===== src/rtl/tach_rpm_scheduler.sv =====
`default_nettype none
// ============================================================================
// Module   : tach_rpm_scheduler
// Purpose  : Counts wheel-tachometer edges over a fixed window of clk_en
//            ticks on N_CH channels. One shared shift-add multiplier then
//            scales each channel's count into RPM.
//            rpm = (count * RPM_MULT) >> 8, saturated to RPM_W bits.
// Ports    : clk_in         - system clock
//            reset_in       - asynchronous reset, active-high
//            clk_en         - single-cycle gate tick
//            enable_in      - 1 = measure, 0 = counters and window held at 0
//            tach_pulse_in  - raw asynchronous tachometer pulses, one per channel
//            rpm_out        - channel k at [k*RPM_W +: RPM_W]
//            rpm_valid_out  - one-cycle strobe per channel when rpm_out updates
//            busy_out       - conversion batch in progress
//            overrun_out    - sticky: a window ended while a batch was running
// Revision : 1.0 - initial release
// ============================================================================
module tach_rpm_scheduler #(
  parameter int N_CH         = 2,
  parameter int WINDOW_TICKS = 500,
  parameter int CNT_W        = 10,
  parameter int RPM_MULT     = 853,
  parameter int MULT_W       = 12,
  parameter int RPM_W        = 10
) (
  input  logic                    clk_in,
  input  logic                    reset_in,
  input  logic                    clk_en,
  input  logic                    enable_in,
  input  logic [N_CH-1:0]         tach_pulse_in,
  output logic [N_CH*RPM_W-1:0]   rpm_out,
  output logic [N_CH-1:0]         rpm_valid_out,
  output logic                    busy_out,
  output logic                    overrun_out
);

  localparam int ACC_W = CNT_W + MULT_W;
  localparam int WIN_W = (WINDOW_TICKS > 1) ? $clog2(WINDOW_TICKS) : 1;
  localparam int CH_W  = (N_CH > 1) ? $clog2(N_CH) : 1;
  localparam int BIT_W = $clog2(CNT_W + 1);

  localparam logic [WIN_W-1:0]  WIN_LAST = WIN_W'(WINDOW_TICKS - 1);
  localparam logic [CNT_W-1:0]  CNT_MAX  = '1;
  localparam logic [MULT_W-1:0] MULT_K   = MULT_W'(RPM_MULT);
  localparam logic [ACC_W-1:0]  RPM_SAT  = ACC_W'({RPM_W{1'b1}});
  localparam logic [CH_W-1:0]   CH_LAST  = CH_W'(N_CH - 1);
  localparam logic [BIT_W-1:0]  BIT_LAST = BIT_W'(CNT_W - 1);

  typedef enum logic [1:0] {
    IDLE  = 2'd0,
    LOAD  = 2'd1,
    MULT  = 2'd2,
    WRITE = 2'd3
  } state_t;

  // --------------------------------------------------------------------------
  // Input synchronisers, edge detection, window counter and pulse counters
  // --------------------------------------------------------------------------
  logic [N_CH-1:0]  sync1, sync2, sync3;
  logic [N_CH-1:0]  rise;
  logic [WIN_W-1:0] win_cnt;
  logic             window_end;
  logic [CNT_W-1:0] cnt [N_CH];

  // sync3 is the previous synchronised level, so a rising edge reaches the
  // counter on the third edge after the raw pulse is first sampled.
  assign rise       = sync2 & ~sync3;
  assign window_end = enable_in && clk_en && (win_cnt == WIN_LAST);

  always_ff @(posedge clk_in or posedge reset_in) begin
    if (reset_in) begin
      sync1   <= '0;
      sync2   <= '0;
      sync3   <= '0;
      win_cnt <= '0;
      for (int k = 0; k < N_CH; k++) cnt[k] <= '0;
    end else begin
      sync1 <= tach_pulse_in;
      sync2 <= sync1;
      sync3 <= sync2;

      if (!enable_in)      win_cnt <= '0;
      else if (window_end) win_cnt <= '0;
      else if (clk_en)     win_cnt <= win_cnt + 1'b1;

      for (int k = 0; k < N_CH; k++) begin
        if (!enable_in)
          cnt[k] <= '0;
        else if (window_end)
          // An edge coinciding with the window boundary belongs to the new window.
          cnt[k] <= rise[k] ? CNT_W'(1) : '0;
        else if (rise[k] && (cnt[k] != CNT_MAX))
          cnt[k] <= cnt[k] + 1'b1;
      end
    end
  end

  // --------------------------------------------------------------------------
  // Conversion sequencer with shared shift-add multiplier
  // --------------------------------------------------------------------------
  state_t           state;
  logic [CH_W-1:0]  ch;
  logic [BIT_W-1:0] bit_idx;
  logic [CNT_W-1:0] snap [N_CH];
  logic [CNT_W-1:0] mcand;   // count, consumed LSB first
  logic [ACC_W-1:0] mplier;  // scale factor, shifted left each step
  logic [ACC_W-1:0] acc;
  logic [ACC_W-1:0] scaled;
  logic [RPM_W-1:0] rpm_sat;

  assign scaled   = acc >> 8;
  assign rpm_sat  = (scaled > RPM_SAT) ? '1 : scaled[RPM_W-1:0];
  assign busy_out = (state != IDLE);

  always_ff @(posedge clk_in or posedge reset_in) begin
    if (reset_in) begin
      state         <= IDLE;
      ch            <= '0;
      bit_idx       <= '0;
      mcand         <= '0;
      mplier        <= '0;
      acc           <= '0;
      rpm_out       <= '0;
      rpm_valid_out <= '0;
      overrun_out   <= 1'b0;
      for (int k = 0; k < N_CH; k++) snap[k] <= '0;
    end else begin
      rpm_valid_out <= '0;

      // A window closing mid-batch is dropped; the running batch is untouched.
      if (window_end) begin
        if (state == IDLE) begin
          for (int k = 0; k < N_CH; k++) snap[k] <= cnt[k];
          ch    <= '0;
          state <= LOAD;
        end else begin
          overrun_out <= 1'b1;
        end
      end

      case (state)
        LOAD: begin
          mcand   <= snap[ch];
          mplier  <= ACC_W'(MULT_K);
          acc     <= '0;
          bit_idx <= '0;
          state   <= MULT;
        end
        MULT: begin
          if (mcand[0]) acc <= acc + mplier;
          mcand   <= mcand >> 1;
          mplier  <= mplier << 1;
          bit_idx <= bit_idx + 1'b1;
          if (bit_idx == BIT_LAST) state <= WRITE;
        end
        WRITE: begin
          rpm_out[ch*RPM_W +: RPM_W] <= rpm_sat;
          rpm_valid_out[ch]          <= 1'b1;
          if (ch == CH_LAST) begin
            state <= IDLE;
          end else begin
            ch    <= ch + 1'b1;
            state <= LOAD;
          end
        end
        default: ;
      endcase
    end
  end

endmodule
`default_nettype wire

===== config.mk =====
export PLATFORM = sky130hd
export DESIGN_NAME = tach_rpm_scheduler
export DESIGN_NICKNAME = d
export VERILOG_FILES = /design/src/rtl/tach_rpm_scheduler.sv
export SDC_FILE = /design/constraint.sdc
export NUM_CORES = 1
export LEC_CHECK = 0
export CELL_PAD_IN_SITES_DETAIL_PLACEMENT = 0
export CELL_PAD_IN_SITES_GLOBAL_PLACEMENT = 1
export CORE_MARGIN = 2
export CORE_UTILIZATION = 52
export DETAILED_ROUTE_END_ITERATION = 8
export GPL_TIMING_DRIVEN = 1
export PLACE_DENSITY_LB_ADDON = 0.25
export REMOVE_ABC_BUFFERS = 1
export SLEW_MARGIN = 40
export SYNTH_ARGS = -nofsm -noshare
export SYNTH_HDL_FRONTEND = slang
export SYNTH_SLANG_ARGS = --single-unit

===== constraint.sdc =====
create_clock -name clk_in -period 7 [get_ports clk_in]
set_input_delay 1.4 -clock clk_in [delete_from_list [all_inputs] [get_ports clk_in]]
set_output_delay 1.4 -clock clk_in [all_outputs]
set_load 0.05 [all_outputs]

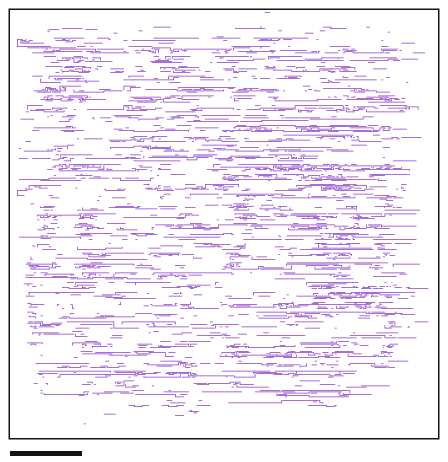
Fig. 1. The metal 1 layer (run 1).
Bar = 20 um.
673 nets have wire on it. The longest straight run is 28.1 um. The layer carries 6,290 um of wire. The layer holds 46% of the routed length. The wires run mostly horizontal.
Vias: 4,853
Post-Route WL: 13.79 mm
M1 GR Usage: 27.75%

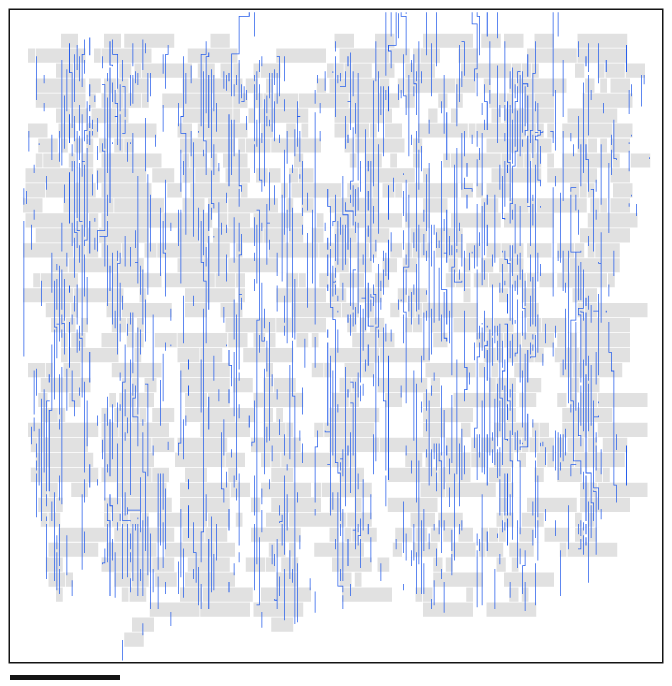
Fig. 2. M2 wires (run 1).
Bar = 20 um. Cells faint in the background.
The layer holds 50% of the routed length. 619 nets have wire on it.
met2 Usage GRT: 35.66%

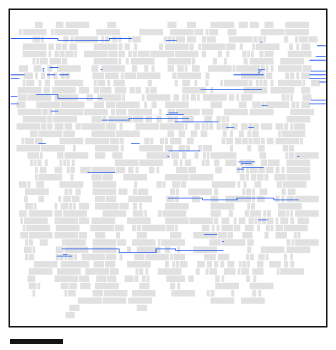
Fig. 3. Met3 routing (run 1).
Bar = 20 um. Cells faint in the background.
The layer carries 424 um of wire. The longest straight run is 22.8 um. The layer holds 3.1% of the routed length. 38 nets have wire on it. The wires run mostly horizontal.

==> results.py, run 1 <==
# Generated from Yosys and OpenROAD reports
metrics = {
    "setup_path": {
        "r2r_cells": 10,
        "crit_path_start_kind": "flop",
        "crit_chain": "inv_1 -> ha_1 -> inv_1 -> clkdlybuf4s50_1",
        "cp_slowest_cell": "clkdlybuf4s50_1",
        "worstPathRequired_ns": 5.60,
        "crit_path_frequent_cell": "inv_1",
        "slowest_delay_ns": 0.81,
        "reg2reg_to": "acc[18]",
        "end_kind": "primary output",
    },
    "final_timing": {
        "setup-tns-final_ns": 0,
        "fin_crit_ns": 3.480,
        "max_freq_mhz": 287.4,
        "hold_viol": 0,
        "setup_viol": 0,
        "finalClockSkew_ns": 0.009518,
        "slew_viol_final": 0,
        "grt_setup_unrepaired": "false",
    },
    "clocking": {
        "clk_latency_ns": 0.43,
        "clkSlewWorstSetupHoldPaths_ns": 0.06,
        "cts.root.buffer_cell": "clkbuf_16",
        "cts_setup_buffers": 0,
        "cts_tree": "done",
        "cts_buffers": 17,
        "cts-htree-levels": 4,
        "clock-sinks": 139,
        "clockBufferDepth": 2,
    },
    "global_route": {
        "antenna_found_initial": 0,
        "grt_start_max_net_pins": 90,
        "grt_pass1_vias": 4945,
        "busiest_layer": "met2",
    },
    "power": {
        "pwr-share-clk_pct": 51.9,
        "power_leader": "clock",
        "sw_frac_of_total_pct": 21.44,
        "p_clk_uw": 908,
        "pg_seq_uw": 812,
        "power.switching_uw": 375.2,
        "p_seq_share_pct": 46.4,
        "combPwrFrac_pct": 1.7,
        "p_per_area_mw_per_mm2": 222.8,
        "peakVddDrop_v": 0.0002490,
    },
    "floorplanning": {
        "io_pins": 30,
        "taps": 172,
        "row_count": 41,
        "die_area_mm2": 0.01403,
        "die_w_um": 118.5,
    },
    "flow_run": {
        "warning_count": 30,
        "cap_viol_max_count": 0,
    },
    "final_layout": {
        "antenna_cells": 0,
        "final_util_pct": 61.73,
        "comb_share_pct": 39.57,
        "flops": 139,
        "n_all_buffers": 32,
        "fillers": 1125,
        "layout_top_cells": "139 x dfrtp_1, 69 x nand2_1, 65 x nor2_1",
        "comb_cells": 464,
        "layout_top_cell": "dfrtp_1",
        "nClkBuffers": 17,
        "clk_share_pct": 7.599,
        "dominant_cells": "registers",
        "buf_share_pct": 3.983,
    },
    "synth": {
        "synth-main-ff-cell": "dfrtp_1",
        "synth_cell_types": 57,
        "syn_area_mm2": 0.006813,
        "ys_seq_share_pct": 51.06,
        "synth-compound-area-share_pct": 14.45,
        "ys_area_mm2": 0.006813,
        "synth-async-reset-ratio_pct": 100.0,
        "avgSynthCellArea_um2": 10.24,
        "edf_count": 0,
        "ys_cells": 665,
        "synth_flops": 139,
        "synth.logic.top_family": "AND-OR/OR-AND gates",
        "mux_share_pct": 6.556,
    },
    "detailed_routing": {
        "drt_iter0_markers": 290,
        "wl_met2_mm": 6.905,
        "route.met3.wl_um": 424,
        "firstDrtPassIters": 5,
        "wl_met1_mm": 6.291,
        "ant_nets": 0,
        "routedWlPerCell_um": 15.77,
    },
    "hold_path": {
        "min_from": "sync1[1]",
        "hold_path_end": "sync2[1]",
        "hp-class": "reg -> reg",
    },
    "placed_design": {
        "hpwl_mm": 9.423,
        "port_buffers": 29,
        "place_congestion": 0.8486,
    },
    "status": {
        "status": "completed",
    },
}
## run 1: worst max-delay path by stage
stage | to | start | slack, ns | cells past startpoint
after CTS | busy_out | state[0] | 3.51 | 4
after floorplan | acc[0] | reset_in | 1.88 | 1
after detailed placement | snap[14] | clk_en | 3.25 | 5
after global placement | snap[15] | clk_en | 3.38 | 5
after global routing | busy_out | state[0] | 3.39 | 4
final | busy_out | state[0] | 3.52 | 4
## run 1: through the flow
step                      worst slack [ns]  cell area, um2  hold slack, ns  power, mW  instances
after floorplan                      1.875            6714          0.3312     0.8454        639
after global placement               3.375            7247          0.3318     0.8559        843
after detailed placement             3.252            7247          0.3363     0.8574        843
after CTS                            3.510            7844          0.3495      1.768        874
after global routing                 3.387            7854          0.3536      1.810        874
final                                3.520            7854          0.3491      1.750        874
## run 1: worst max-delay path: cells and delay by family (launching register included)
family | cells | cell delay [ns]
flip-flops | 1 | 0.40
buffers and inverters | 3 | 1.00
adder cells (fa/ha/maj) | 1 | 0.25
## run 1: flip-flops by register name, indices dropped and copies added, names as in the netlist, 4 cells and up
register and cells:
acc 22, rpm_out 20, cnt 20, mcand 10
bit_idx 4, mplier 22, snap 20, win_cnt 9
## run 1: synthesized netlist by cell type (all sizes together) (13+ instances only)
| cell type | n | area [um2] |
|---|---|---|
| xnor2 | 15 | 131.4 |
| nor2 | 65 | 244.0 |
| mux2 | 29 | 326.6 |
| clkbuf | 23 | 86.33 |
| ha | 31 | 387.9 |
| o22ai | 17 | 106.4 |
| nand4 | 13 | 87.58 |
| xor2 | 23 | 201.4 |
| a21oi | 36 | 180.2 |
| inv | 36 | 135.1 |
| dfrtp | 139 | 3478 |
| o21ai | 48 | 244.0 |
| a21o | 14 | 106.4 |
| nand2 | 72 | 272.8 |
## Run 2: what changed since run 1
--- a/config.mk
+++ b/config.mk
@@ -8,7 +8,7 @@
 export CELL_PAD_IN_SITES_DETAIL_PLACEMENT = 0
 export CELL_PAD_IN_SITES_GLOBAL_PLACEMENT = 1
 export CORE_MARGIN = 2
-export CORE_UTILIZATION = 52
+export CORE_UTILIZATION = 44
 export DETAILED_ROUTE_END_ITERATION = 8
 export GPL_TIMING_DRIVEN = 1
 export PLACE_DENSITY_LB_ADDON = 0.25
==> constraint.sdc (replaced) <==
create_clock -name clk_in -period 2.9 [get_ports clk_in]
set_input_delay 0.58 -clock clk_in [delete_from_list [all_inputs] [get_ports clk_in]]
set_output_delay 0.58 -clock clk_in [all_outputs]
set_load 0.05 [all_outputs]
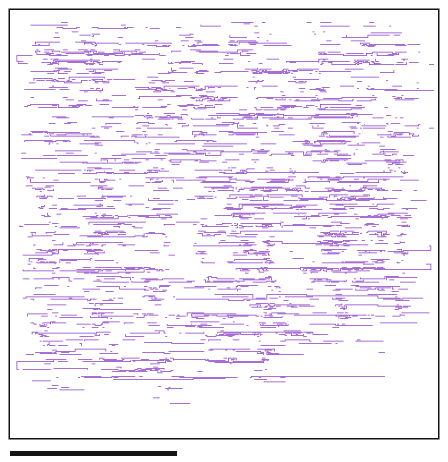
Fig. 4. The metal 1 layer (run 2).
Bar = 50 um.
691 nets have wire on it. The wires run mostly horizontal. The longest straight run is 40.0 um. The layer holds 45% of the routed length. The layer carries 6,400 um of wire.

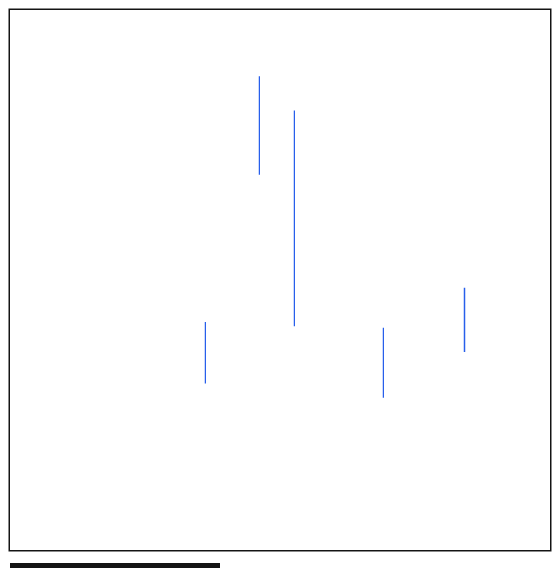
Fig. 5. The metal 4 layer (run 2).
Bar = 50 um.
The layer carries 120 um of wire. 2 nets have wire on it. The wires run mostly vertical. The layer holds 0.85% of the routed length. The longest straight run is 51.0 um.
Vias: 4,858
Post-Route WL: 14.15 mm

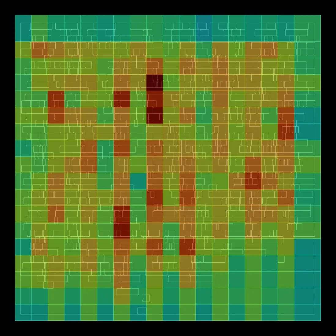
Fig. 6. Routing congestion (run 2).
M1 GR Usage: 23.58%
WL/cell: 15.72 um
final core occ: 52.19%

==> run 2 against run 1 <==
Against the previous run: combinational power went up to 2.6 times the previous value; die size is 18% higher; highest routed layer unchanged; critical endpoint unchanged; cell count increased by 3.0%; final area increased by 0.64%; via count is 0.10% higher; power is 130% higher; clock power rose by 120%; global-route usage fell by 2.9 points; sequential power is 140% higher; synthesized area is the same.
==> results.py, run 2 <==
# Generated from Yosys and OpenROAD reports
metrics = {
    "status": {
        "status": "completed",
    },
    "final_layout": {
        "antenna_cells": 0,
        "drive_above_1_share_pct": 11.80,
        "reg_top3": "acc (22), mplier (22)",
        "layout_top_cell": "dfrtp_1",
        "layout_top_cells": "139 x dfrtp_1, 71 x nand2_1, 65 x nor2_1",
        "nNetsFinal": 737,
    },
    "power": {
        "p_per_area_mw_per_mm2": 512.5,
        "finalPower_mw": 4.050,
        "pg_seq_mw": 1.96,
        "powerComb_uw": 79.0,
        "power_leader": "clock",
        "pwr-share-clk_pct": 49.7,
        "p_leak_nw": 3.817,
        "p_clk_mw": 2.01,
        "peakVddDrop_v": 0.0004469,
        "combPwrFrac_pct": 1.9,
        "sw_frac_of_total_pct": 22.40,
        "p_seq_share_pct": 48.4,
        "power.switching_uw": 907.2,
    },
    "detailed_routing": {
        "ant_nets": 0,
        "drt_iter0_markers": 275,
        "via_per_inst": 5.398,
        "firstDrtPassIters": 5,
    },
    "final_timing": {
        "hold_viol": 0,
        "setup_viol": 0,
        "worst_pin_slew_ns": 0.7090,
        "slew_viol_final": 0,
        "max_freq_mhz": 376.4,
        "max_slew_margin_pct": 52.73,
        "finalClockSkew_ns": 0.007020,
        "fin_crit_ns": 2.656,
        "hold_slack_ns": 0.3530,
        "period_used_pct": 91.60,
        "grt_setup_unrepaired": "false",
    },
    "setup_path": {
        "crit_path_start_kind": "flop",
        "cp-endpoint": "busy_out",
        "reg2reg_slack_ns": 0.34,
        "critical_path.startpoint": "state[0]",
        "worstPathRequired_ns": 2.32,
        "critPathKind": "reg -> out",
        "end_kind": "primary output",
        "critPathMaxFanout": 4,
        "r2r_cells": 10,
        "reg2reg_to": "acc[20]",
        "worstPathArrival_ns": 2.08,
    },
    "floorplanning": {
        "die_w_um": 128.4,
        "io_pins": 30,
        "die_area_mm2": 0.01650,
        "row_count": 45,
        "fp.dieH_um": 128.4,
    },
    "global_route": {
        "grt_pass1_vias": 4912,
        "grt_start_max_net_pins": 59,
        "antenna_found_initial": 0,
    },
    "clocking": {
        "ctsHoldBuffers": 0,
        "cts.root.buffer_cell": "clkbuf_16",
        "cts_setup_buffers": 0,
        "clock-sinks": 139,
        "clkSlewWorstSetupHoldPaths_ns": 0.06,
        "clk_latency_ns": 0.42,
        "cts_resized": 0,
        "cts_tree": "done",
        "cts-htree-levels": 4,
        "clockBufferDepth": 2,
        "cts_buffers": 17,
    },
    "synth": {
        "ys_seq_share_pct": 51.06,
        "most_common_cell": "dfrtp_1",
        "ys_area_mm2": 0.006813,
        "avgSynthCellArea_um2": 10.24,
        "syn_inst": 665,
        "ys_cells": 665,
        "synth-async-reset-ratio_pct": 100.0,
        "edf_count": 0,
        "synth_cell_types": 57,
        "synth_top_area_share_pct": 51.06,
        "area_leaders": "dfrtp_1 51%, ha_1 5.7%, mux2_2 4.8%",
        "netlist.top_cell.by_area": "dfrtp_1",
        "synth-main-ff-cell": "dfrtp_1",
        "syn_area_mm2": 0.006813,
        "common_cells": "139 x dfrtp_1, 71 x nand2_1, 65 x nor2_1, 47 x o21ai_0",
        "synth_flops": 139,
    },
    "hold_path": {
        "min_delay_path_depth": 0,
        "hold_path_end": "sync2[0]",
        "min_from": "sync1[0]",
        "hp-class": "reg -> reg",
    },
    "placed_design": {
        "hpwl_mm": 9.970,
        "port_buffers": 29,
        "place_congestion": 0.8494,
    },
    "flow_run": {
        "warning_count": 30,
        "cap_viol_max_count": 0,
    },
}
[run 2: layout make-up]
cell class / instances / area (um2)
clock inverters: 11 / 86.33
multi-input cells: 464 / 3100
inverters: 36 / 140.1
clock buffers: 21 / 470.5
fillers: 1306 / 7242
flip-flops and latches: 139 / 3478
well taps: 188 / 235.2
repair buffers: 41 / 392.9
[run 2: per-stage QoR]
| step | worst slack, ns | instances | setup TNS, ns | area [um2] | utilization, % |
|---|---|---|---|---|---|
| finish | 0.2435 | 900 | 0 | 7904 | 52.19 |
| global placement | 0.4157 | 868 | 0 | 7347 | 48.51 |
| detailed placement | 0.3620 | 868 | 0 | 7347 | 48.51 |
| CTS | 0.2094 | 900 | 0 | 7904 | 52.19 |
| global route | 0.1584 | 900 | 0 | 7904 | 52.19 |
| floorplan | -1.405 | 639 | -195.23 | 6714 | - |
[run 2: cells by family after synthesis]
group	count (synthesis)	share of synthesized area (%)
and+or+nand+nor	201	13.63
AOI/OAI and AO/OA	152	14.45
DFF	139	51.06
buffers and inverters	62	3.434
muxes	41	6.556
xor gates and xnor gates	38	4.885
adders and majority gates	32	5.987
[run 2: per-layer routing]
metal / part of all wire (%) / global-route usage [%]
met1: 45 / 23.58
met2: 51 / 31.88
met3: 2.7 / 4.491
met4: 0.84 / 4.719
met5: 0 / 0
[run 2: worst max-delay path: stages (launching register included)]
cell and delay [ns]:
dfrtp_1 0.41, inv_1 0.11, ha_1 0.26, inv_1 0.09, clkdlybuf4s50_1 0.80
Power is estimated from default activity; no workload was simulated.
